===== config.mk =====
export PLATFORM = sky130hd
export DESIGN_NAME = fetch_sequencer
export DESIGN_NICKNAME = d
export VERILOG_FILES = /design/src/rtl/seq_pkg.sv /design/src/rtl/rom_wait_ctr.sv /design/src/rtl/fetch_sequencer.sv
export SDC_FILE = /design/constraint.sdc
export NUM_CORES = 1
export LEC_CHECK = 0
export CAP_MARGIN = 20
export CORE_ASPECT_RATIO = 0.7
export CORE_UTILIZATION = 42
export CTS_CLUSTER_DIAMETER = 200
export DETAILED_ROUTE_END_ITERATION = 12
export HOLD_SLACK_MARGIN = 0.02
export PLACE_DENSITY = 0.72
export SETUP_SLACK_MARGIN = 0.5
export SYNTH_ARGS = -nofsm -noshare
export SYNTH_HDL_FRONTEND = slang
export SYNTH_SLANG_ARGS = --single-unit
export TNS_END_PERCENT = 50

===== constraint.sdc =====
create_clock -name clk -period 1.54 [get_ports clk]
set_clock_uncertainty 0.1 [all_clocks]
set_input_delay 0.308 -clock clk [delete_from_list [all_inputs] [get_ports clk]]
set_output_delay 0.308 -clock clk [all_outputs]
set_load 0.01 [all_outputs]

===== src/rtl/seq_pkg.sv =====
// rtl/seq_pkg.sv - shared types and constants for the fetch sequencer
package seq_pkg;

    typedef enum logic [2:0] {
        S_IDLE   = 3'd0,
        S_FETCH  = 3'd1,
        S_WAIT   = 3'd2,
        S_ISSUE  = 3'd3,
        S_EXEC   = 3'd4,
        S_HALTED = 3'd5
    } seq_state_t;

    localparam logic [7:0] HALT_OP_DEFAULT = 8'hFF;

    localparam int ROM_LAT_MIN = 1;
    localparam int ROM_LAT_MAX = 4;

    // Wide enough to hold ROM_LAT_MAX
    localparam int WAIT_CTR_W = $clog2(ROM_LAT_MAX + 1);

    // Keeps an out-of-range latency parameter inside the supported window
    function automatic int clamp_rom_lat(input int lat);
        if (lat < ROM_LAT_MIN) begin
            return ROM_LAT_MIN;
        end
        if (lat > ROM_LAT_MAX) begin
            return ROM_LAT_MAX;
        end
        return lat;
    endfunction

endpackage


===== src/rtl/rom_wait_ctr.sv =====
// rtl/rom_wait_ctr.sv - loadable down-counter timing the ROM read latency
module rom_wait_ctr
    import seq_pkg::*;
#(
    parameter int W = WAIT_CTR_W
) (
    input  logic         clk,
    input  logic         rst_n,
    input  logic         load,
    input  logic [W-1:0] load_val,
    input  logic         dec,
    output logic         tc
);

    logic [W-1:0] count;

    // Load takes priority; decrement stops at zero so a stray dec cannot wrap
    always_ff @(posedge clk or negedge rst_n) begin
        if (!rst_n) begin
            count <= '0;
        end else if (load) begin
            count <= load_val;
        end else if (dec && (count != '0)) begin
            count <= count - W'(1);
        end
    end

    // Terminal count marks the last wait cycle, when ROM data is valid
    assign tc = (count == W'(1));

endmodule


===== src/rtl/fetch_sequencer.sv =====
// rtl/fetch_sequencer.sv - fetch/issue sequencer; FETCH_SEQ_BREAKPOINT_EN adds bp_en/bp_addr/bp_hit
module fetch_sequencer
    import seq_pkg::*;
#(
    parameter int                 ADDR_W  = 2,
    parameter int                 INSTR_W = 8,
    parameter int                 ROM_LAT = 1,
    parameter logic [INSTR_W-1:0] HALT_OP = INSTR_W'(HALT_OP_DEFAULT)
) (
    input  logic               clk,
    input  logic               rst_n,
    input  logic               run,
    input  logic               step,
    input  logic               halt_req,
    output logic [ADDR_W-1:0]  rom_addr,
    input  logic [INSTR_W-1:0] rom_data,
    output logic [INSTR_W-1:0] instr,
    output logic               instr_valid,
    input  logic               exec_done,
    output logic [ADDR_W-1:0]  pc,
    output logic               busy,
    output logic               halted
`ifdef FETCH_SEQ_BREAKPOINT_EN
    ,
    input  logic               bp_en,
    input  logic [ADDR_W-1:0]  bp_addr,
    output logic               bp_hit
`endif
);

    localparam int                    LAT      = clamp_rom_lat(ROM_LAT);
    localparam logic [WAIT_CTR_W-1:0] LAT_LOAD = WAIT_CTR_W'(LAT);

    seq_state_t        state;
    seq_state_t        next_state;
    logic              single;
    logic              wait_tc;
    logic              bp_take;
    logic [ADDR_W-1:0] pc_next;

    logic              instr_valid_nxt;
    logic              busy_nxt;
    logic              halted_nxt;

    assign pc_next = pc + ADDR_W'(1);

    rom_wait_ctr #(
        .W(WAIT_CTR_W)
    ) u_wait_ctr (
        .clk      (clk),
        .rst_n    (rst_n),
        .load     (state == S_FETCH),
        .load_val (LAT_LOAD),
        .dec      (state == S_WAIT),
        .tc       (wait_tc)
    );

    // State register
    always_ff @(posedge clk or negedge rst_n) begin
        if (!rst_n) begin
            state <= S_IDLE;
        end else begin
            state <= next_state;
        end
    end

    // Next-state logic; step beats run, halt_req only gates new starts and retire
    always_comb begin
        next_state = state;
        bp_take    = 1'b0;
        case (state)
            S_IDLE: begin
                if (step) begin
                    next_state = S_FETCH;
                end else if (run && !halt_req) begin
                    next_state = S_FETCH;
                end
            end
            S_FETCH: next_state = S_WAIT;
            S_WAIT: begin
                if (wait_tc) begin
                    next_state = S_ISSUE;
                end
            end
            S_ISSUE: begin
                if (instr == HALT_OP) begin
                    next_state = S_HALTED;
                end else begin
                    next_state = S_EXEC;
                end
            end
            S_EXEC: begin
                if (exec_done) begin
                    if (single || halt_req || !run) begin
                        next_state = S_IDLE;
`ifdef FETCH_SEQ_BREAKPOINT_EN
                    end else if (bp_en && (pc_next == bp_addr)) begin
                        next_state = S_IDLE;
                        bp_take    = 1'b1;
`endif
                    end else begin
                        next_state = S_FETCH;
                    end
                end
            end
            S_HALTED: next_state = S_HALTED;
            default:  next_state = S_IDLE;
        endcase
    end

    // Output decode from the upcoming state so the flops below present it aligned with state
    always_comb begin
        instr_valid_nxt = (next_state == S_ISSUE);
        busy_nxt        = (next_state != S_IDLE) && (next_state != S_HALTED);
        halted_nxt      = (next_state == S_HALTED);
    end

    // Datapath and registered outputs
    always_ff @(posedge clk or negedge rst_n) begin
        if (!rst_n) begin
            pc          <= '0;
            rom_addr    <= '0;
            instr       <= '0;
            single      <= 1'b0;
            instr_valid <= 1'b0;
            busy        <= 1'b0;
            halted      <= 1'b0;
        end else begin
            if ((state == S_IDLE) && (next_state == S_FETCH)) begin
                single <= step;
            end
            if ((state == S_WAIT) && wait_tc) begin
                instr <= rom_data;
            end
            if ((state == S_EXEC) && exec_done) begin
                pc       <= pc_next;
                rom_addr <= pc_next;
            end
            instr_valid <= instr_valid_nxt;
            busy        <= busy_nxt;
            halted      <= halted_nxt;
        end
    end

`ifdef FETCH_SEQ_BREAKPOINT_EN
    // One-cycle breakpoint pulse, coincident with the IDLE it causes
    always_ff @(posedge clk or negedge rst_n) begin
        if (!rst_n) begin
            bp_hit <= 1'b0;
        end else begin
            bp_hit <= bp_take;
        end
    end
`else
    // Breakpoint logic absent: bp_take is constant low and has no sink
    logic unused_bp;
    assign unused_bp = bp_take;
`endif

endmodule


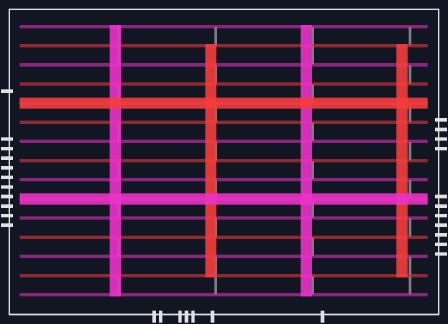
Run 1: supply network
Pins as bars on the die edge. Tap cells in grey.
| net | colour |
|---|---|
| VSS | magenta |
| VDD | red |
signal pins: 29
met4 straps: 4
rows: 14
met5 straps: 2
met1 rails: 15
highest ir drop seen on vdd: 0.385 mV
Die W: 60.8 um
Placeable Area: 2210 um2
die y size: 43.2 um

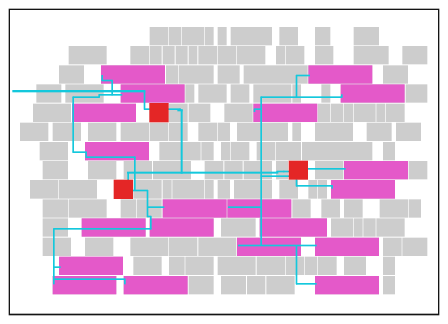
Run 1: clock distribution
[clock drivers] red | count: 3
[clock wires] cyan | length: 219 um
[flip-flops] magenta | count: 20
routed clock nets: 4
flops lie: widely spread

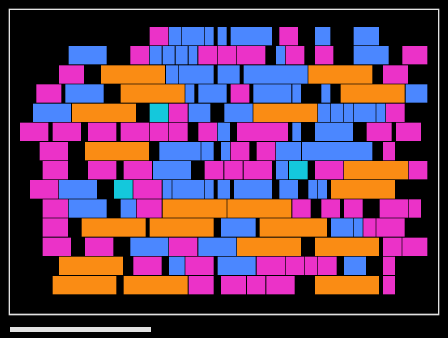
Run 1: cell classes on the final placement
Scale bar: 20 um.
| class | colour | cells | share of their area |
|---|---|---|---|
| other buffers and delay cells | magenta | 66 | 36% |
| combinational and other logic | blue | 62 | 33% |
| clock drivers | cyan | 3 | 1.3% |
| flops | orange | 20 | 30% |
post-route design area: 1730 um2
fraction of area in registers: 29.0%
number of rows created at floorplan: 14

==> notes.md, run 1 <==
Figures from the flow reports.

Outcome:
- The run finished, with violations left.
- The checks that failed: negative setup slack.

Global routing:
- The run gives the overall track demand over capacity in global routing as 22.4%.
- The run puts the first-pass GRT wire length at 4230 um.
- Entering global routing, the biggest net connects 21 pins.
- The run puts the leftover overflow at the end of global routing at 0.
- For this run, global-route usage on met1 was measured as 25.1%.
- The initial antenna violation count came to 0.
- met2 track demand over resource after global routing is 43.3%.
- The run puts the met3 demand-to-capacity share in global routing at 5.18%.

Power and ir drop:
- The run puts the sequential cell fraction of total power at 64.1%.
- The run gives the power after layout as 819 uW.
- The run gives the combinational group share of total power as 6.4%.
- The run gives the sequential cell power as 525 uW.
- The run puts the switching share of total power at 20.6%.
- The run gives the total clock network power as 242 uW.

Logic synthesis:
- The run puts the share of synthesized area occupied by flip-flops and latches at 49.3%.
- After synthesis, the chip area reported by Yosys is 1020 um2.
- In the Yosys report the total cell count is 88.
- The run gives the number of nets at floorplan as 105.
- The run puts the post-synthesis cell area at 1020 um2.
- In this run, synthesis produced a sequential element count of 20.

Worst setup path:
- The run gives the arrival time at the worst endpoint as 1780 ps.
- The run gives the end of the worst register-to-register path as busy$_DFF_PN0_.
- The run gives the worst-path cell with the longest stage delay as sky130_fd_sc_hd__dfrtp_1.
- The most critical setup path has its startpoint at u_wait_ctr.count[0]$_DFFE_PN0P_.
- The run puts the count of buffer and inverter cells on the critical path at 0.
- The run gives the sort of element at the end of the critical path as a register.
- The run gives the capture point of the worst path as busy$_DFF_PN0_.
- The run gives the critical path's largest stage delay as 430 ps.
- Traced cell by cell, the critical path runs through ha_2 > and3_4 > a2111oi_4 > mux2_4.
- Looking at the setup timing report, the critical path kind is register to register.
- The run gives the maximum fanout encountered on the critical timing path as 3.

Detailed routing:
- TritonRoute output was used to compute an average wire per cell of 15.3 um.
- The routed layout has 897 vias.
- The highest metal layer carrying signal wires in the routed design is met4.
- The run puts the routed via count divided by cell count at 4.90.
- The run gives the met2 routed wirelength as 1470 um.
- The run puts the total DRC errors in the routed layout at 0.
- The post-route report lists met1 wire length as 1130 um.

Timing:
- The final timing report counts setup violations totalling 12.
- Setup total negative slack on the finished layout was measured at -578 ps.
- The run gives the actual transition at the worst max-transition pin as 327 ps.
- Setup repair after global routing could not meet its margin everywhere.
- The run puts the time the final worst path needs with I/O delays and setup at 1680 ps.
- The run gives the worst setup margin as -144 ps.
- The run gives the post-route fraction of the period consumed by the critical path as 109%.

Flow run:
- The run puts the number of logged tool warnings at 31.

Clocking:
- The run puts the largest buffer count on any clock path at 2.
- Clock tree synthesis selected as its root buffer the cell sky130_fd_sc_hd__clkbuf_4.
- On the worst setup and hold paths after CTS, the clock-pin slew comes to 100 ps.
- At the later pin of the worst-skew pair, clock insertion delay measures 300 ps.

Placed design:
- Routability-driven placement finished with a final weighted congestion of 0.803.
- The run gives the number of placed instances, taps included as 167.
- The run puts the post-DP HPWL at 1720 um.

Finish:
- The run gives the most used logic cell in the final layout as sky130_fd_sc_hd__buf_4.
- The count of cells in the finished layout, fillers not included, comes to 183.
- The run puts the fraction of the core area covered by cells at the end of the flow at 78.5%.
- Ranking logic cells in the layout by count gives the top entries sky130_fd_sc_hd__buf_4 (25), sky130_fd_sc_hd__buf_6 (21), sky130_fd_sc_hd__dfrtp_1 (19).

Die:
- For this configuration, the core starts out at a cell density of 46.0%.
## run 1: kinds of logic (layout without fill, tap and decap cells)
kind of cell | after synthesis | after routing | share of synthesized area, %
AND/OR/NAND/NOR | 21 | 21 | 12.8
flip-flops | 20 | 20 | 49.3
AND-OR/OR-AND | 18 | 18 | 12.6
buffers and inverters | 14 | 77 | 8.74
multiplexers | 9 | 9 | 10.3
adder cells (fa/ha/maj) | 3 | 3 | 3.69
XOR/XNOR | 3 | 3 | 2.59
## run 1: worst min path at each step
stage                       from                 to  slack, ps  cells after the start
6_report                   rst_n     busy$_DFF_PN0_        250                      2
5_1_grt                    rst_n  pc[1]$_DFFE_PN0P_        270                      2
3_3_place_gp   pc[1]$_DFFE_PN0P_  pc[1]$_DFFE_PN0P_        380                      1
3_5_place_dp   pc[0]$_DFFE_PN0P_  pc[0]$_DFFE_PN0P_        400                      1
2_1_floorplan              rst_n     busy$_DFF_PN0_        -90                      0
4_1_cts                    rst_n  pc[0]$_DFFE_PN0P_        250                      2
## run 1: flip-flops by register name, summed over array words and instances (netlist names)
signal,cells
busy,1
halted,1
instr,8
instr_valid,1
pc,2
single,1
state,3
u_wait_ctr.count,3
## run 1: cell type report
cell class / instances / area (um2)
well taps: 32 / 40.0
fillers: 156 / 474
multi-input cells: 54 / 534
clock buffers: 3 / 22.5
inverters: 8 / 30.0
repair buffers: 66 / 604
flip-flops and latches: 20 / 502
## run 1: synthesized netlist by cell type
master | instances | area, um2
sky130_fd_sc_hd__a2111oi_4 | 1 | 27.5
sky130_fd_sc_hd__a21oi_1 | 4 | 20.0
sky130_fd_sc_hd__a22o_1 | 1 | 8.76
sky130_fd_sc_hd__a2bb2oi_1 | 1 | 8.76
sky130_fd_sc_hd__a31oi_1 | 1 | 6.26
sky130_fd_sc_hd__a32oi_1 | 1 | 8.76
sky130_fd_sc_hd__and3_4 | 1 | 11.3
sky130_fd_sc_hd__buf_4 | 3 | 22.5
sky130_fd_sc_hd__buf_6 | 2 | 22.5
sky130_fd_sc_hd__clkbuf_8 | 1 | 13.8
sky130_fd_sc_hd__dfrtp_1 | 20 | 500
sky130_fd_sc_hd__ha_1 | 3 | 37.5
sky130_fd_sc_hd__inv_1 | 8 | 30.0
sky130_fd_sc_hd__mux2_2 | 8 | 90.1
sky130_fd_sc_hd__mux2_4 | 1 | 15.0
sky130_fd_sc_hd__nand2_1 | 6 | 22.5
sky130_fd_sc_hd__nand2b_4 | 1 | 13.8
sky130_fd_sc_hd__nand3_1 | 1 | 5.00
sky130_fd_sc_hd__nand4_1 | 1 | 6.26
sky130_fd_sc_hd__nor2_1 | 3 | 11.3
sky130_fd_sc_hd__nor2_2 | 1 | 6.26
sky130_fd_sc_hd__nor2b_1 | 2 | 12.5
sky130_fd_sc_hd__nor2b_2 | 1 | 8.76
sky130_fd_sc_hd__nor3_1 | 2 | 10.0
sky130_fd_sc_hd__nor3_2 | 1 | 10.0
sky130_fd_sc_hd__nor4_2 | 1 | 12.5
sky130_fd_sc_hd__o21a_1 | 1 | 7.51
sky130_fd_sc_hd__o21ai_0 | 8 | 40.0
sky130_fd_sc_hd__xnor2_1 | 2 | 17.5
sky130_fd_sc_hd__xor2_1 | 1 | 8.76
Run 1, register map, names as in the netlist:
Other sequential cells in the stronger grey, the rest of the logic in the fainter grey.
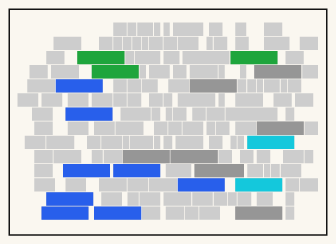

--- run 2 (diff from run 1) ---
- CELL_PAD_IN_SITES_DETAIL_PLACEMENT: not set -> 1
- CELL_PAD_IN_SITES_GLOBAL_PLACEMENT: not set -> 1
- CORE_UTILIZATION: 42 -> 32
- PLACE_DENSITY: 0.72 -> 0.7
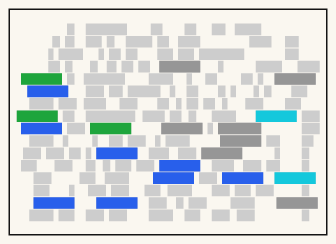
Run 2: register map, names as in the netlist
Other sequential cells in the stronger grey, the rest of the logic in the fainter grey.
| netlist name | colour | sequential cells |
|---|---|---|
| u_wait_ctr.count | green | 3 |
| instr | blue | 8 |
| pc | cyan | 2 |
fraction of area in registers: 28.5%
sequential group power: 525 uW
final standard cell utilization of the core: 60.6%

==> notes.md, run 2 <==
Figures from the flow reports.

Logic synthesis:
- The post-synthesis cell area was 1020 um2 (unchanged).
- Yosys attributes the largest share of cell area to sky130_fd_sc_hd__dfrtp_1 (49%), sky130_fd_sc_hd__mux2_2 (8.9%), sky130_fd_sc_hd__o21ai_0 (3.9%), sky130_fd_sc_hd__ha_1 (3.7%), sky130_fd_sc_hd__inv_1 (3.0%).
- The run puts the area share of fa/ha/maj cells after synthesis at 3.69% (unchanged).
- By area, the combinational part of the netlist is dominated by simple AND/OR/NAND/NOR gates.
- The number of enable-type register cells in the synthesized netlist came to 0 (unchanged).
- The run puts the number of standard cells reported by yosys at 88 (unchanged).
- The synthesis area per yosys came to 1020 um2 (unchanged).
- The run puts the share of Yosys cell area claimed by the top area cell type at 49.3% (unchanged).
- The run puts the fraction of the mapped netlist area in compound gates at 12.6% (unchanged).
- For this run, the leading register cell type out of synthesis is sky130_fd_sc_hd__dfrtp_1.
- The proportion of synthesized flip-flops having asynchronous set or reset was 100% (unchanged).
- The share of synthesized area occupied by flip-flops and latches came to 49.3% (unchanged).
- The synthesized flop and latch total is 20 (unchanged).
- The run puts the basic-gate share of the synthesized area counting and, or, nand and nor cells at 12.8% (unchanged).
- The post-synthesis xor/xnor area fraction came to 2.59% (unchanged).
- The commonest cells after synthesis are sky130_fd_sc_hd__dfrtp_1 (20), sky130_fd_sc_hd__inv_1 (8), sky130_fd_sc_hd__mux2_2 (8), sky130_fd_sc_hd__o21ai_0 (8), sky130_fd_sc_hd__nand2_1 (6).
- By instance count, the leading cell after synthesis is sky130_fd_sc_hd__dfrtp_1.
- Per the synthesis report, the dominant area consumer among library cells is sky130_fd_sc_hd__dfrtp_1.

Global routing:
- The run gives the largest net degree at the start of global routing as 21 (unchanged).
- The run gives the first-pass GRT wire length as 4990 um (+18%).
- The run gives the initial antenna violation count as 0 (unchanged).
- The leftover overflow at the end of global routing is 0 (unchanged).
- The overall track demand over capacity in global routing came to 19.6% (-2.8 points).

Detailed routing:
- The run puts the average detailed-routed wire length per instance at 17.2 um (+13%).
- The run gives the routed via count divided by cell count as 4.84 (-1.3%).
- In this run the remaining antenna-violating nets after routing total 0.
- The total DRC errors in the routed layout was 0 (unchanged).
- The overall via count from detail_route was 876 (-2.3%).
- The run gives the detailed-route wire length as 3120 um.

Worst setup path:
- The run puts the arrival time at the worst endpoint at 1720 ps (-60 ps).
- The run gives the maximum fanout encountered on the critical timing path as 3 (unchanged).
- Looking at the setup timing report, the critical path kind is register to register.
- The run gives the sort of element at the end of the critical path as a register.
- The capture point of the worst register-to-register path is recorded as busy$_DFF_PN0_.

Clocking:
- The run puts the insertion delay to the later sink of the worst-skew pair at 260 ps (-40 ps).
- The run gives the largest buffer count on any clock path as 2 (unchanged).
- TritonCTS built the clock tree.
- The clock slew seen by the registers of the worst setup and hold paths came to 80 ps (-20 ps).
- The run gives the library cell used as clock root buffer as sky130_fd_sc_hd__clkbuf_8.
- The run gives the number of CTS-inserted buffers as 3.

Timing:
- The run puts the time the final worst path needs with I/O delays and setup at 1670 ps (-11.1 ps).
- The worst setup margin is -133 ps (+11.1 ps).
- Setup repair after global routing could not meet its margin everywhere.
- The actual transition at the worst max-transition pin is 326 ps (-1.28 ps).
- The run gives the worst hold margin as 306 ps.
- The run gives the number of endpoints with negative hold slack in the final report as 0.
- The run gives the final number of setup-violating endpoints as 12 (unchanged).
- The run gives the timing-limited maximum frequency as 598 MHz.

Die:
- The width of the die was 69.3 um (+14%).
- The run gives the height of the die as 49.1 um (+14%).
- The pre-placement core utilization was 35.0% (-11 points).
- The run puts the placeable core region at 2900 um2 (+32%).
- The run puts the die area at 3410 um2.

Flow run:
- The number of logged tool warnings came to 31 (unchanged).

Finish:
- The run gives the most used logic cell in the final layout as sky130_fd_sc_hd__buf_6.
- The registers reported with the highest flop counts are instr x8, state x3, u_wait_ctr.count x3.
- The flip-flop count of the largest register after layout was 8 (unchanged).
- The run gives the cell area after layout as 1760 um2 (+1.6%).

Outcome:
- The run finished, with violations left.
- The checks that failed: negative setup slack.

Power and ir drop:
- The run puts the power after layout at 1100 uW (+34%).
- The run gives the worst ir drop on vdd as 0.754 mV (+96%).

Placed design:
- The global placement routability congestion is 0.744 (-7.4%).
[run 2: where the power goes]
group / leakage [uW] / total, uW / switching, uW / internal, uW
Combinational: 0.000525 / 55.2 / 20.9 / 34.3
Clock: 0.0000357 / 519 / 172 / 347
Sequential: 0.000264 / 525 / 0 / 525
Total: 0.000824 / 1100 / 193 / 906
[run 2: layer usage]
layer	up-vias	wire length (um)	track usage [%]
met5	-	0	0
met2	17	1670	37.9
li1	414	-	-
met1	443	1350	21.5
met3	2	89	5.17
met4	0	11	4.08
[run 2: worst max-delay path by stage]
stage / start / endpoint / slack, ps / cells after the start
2_1_floorplan: state[1]$_DFF_PN0_ / busy$_DFF_PN0_ / -150 / 7
3_3_place_gp: run / busy$_DFF_PN0_ / -450 / 6
3_5_place_dp: run / busy$_DFF_PN0_ / -510 / 6
4_1_cts: state[2]$_DFF_PN0_ / busy$_DFF_PN0_ / -130 / 5
5_1_grt: state[2]$_DFF_PN0_ / busy$_DFF_PN0_ / -170 / 5
6_report: u_wait_ctr.count[0]$_DFFE_PN0P_ / busy$_DFF_PN0_ / -130 / 4
[run 2: through the flow]
stage,setup WS [ps],instances
floorplan,-155,88
global placement,-446,171
detailed placement,-509,171
CTS,-127,180
global route,-169,181
finish,-133,181
[run 2: repair_timing]
item,in CTS,in global routing
buffers inserted,5,1
gates resized,95,27
endpoints found under the setup margin,35,35
pin swaps,3,4
[run 2: kinds of logic (layout without fill, tap and decap cells)]
group	count (synthesis)	in the layout
AOI/OAI and AO/OA	18	18
xor gates and xnor gates	3	3
adders and majority gates	3	3
buffers and inverters	14	71
DFF	20	20
muxes	9	9
and+or+nand+nor	21	21
[run 2: critical path: stages (launching register included)]
cell and delay, ps:
sky130_fd_sc_hd__dfrtp_1 410, sky130_fd_sc_hd__ha_2 200, sky130_fd_sc_hd__and3_4 200, sky130_fd_sc_hd__a2111oi_4 330, sky130_fd_sc_hd__mux2_4 330
[run 2: final cells by class]
type                    instances  area (um2)
inverters                       8        30.0
fillers                       302        1140
flip-flops and latches         20         502
clock inverters                 1        30.0
clock buffers                   3        41.3
multi-input cells              54         546
well taps                      36        45.0
repair buffers                 59         567
Power and IR drop assume default switching activity.
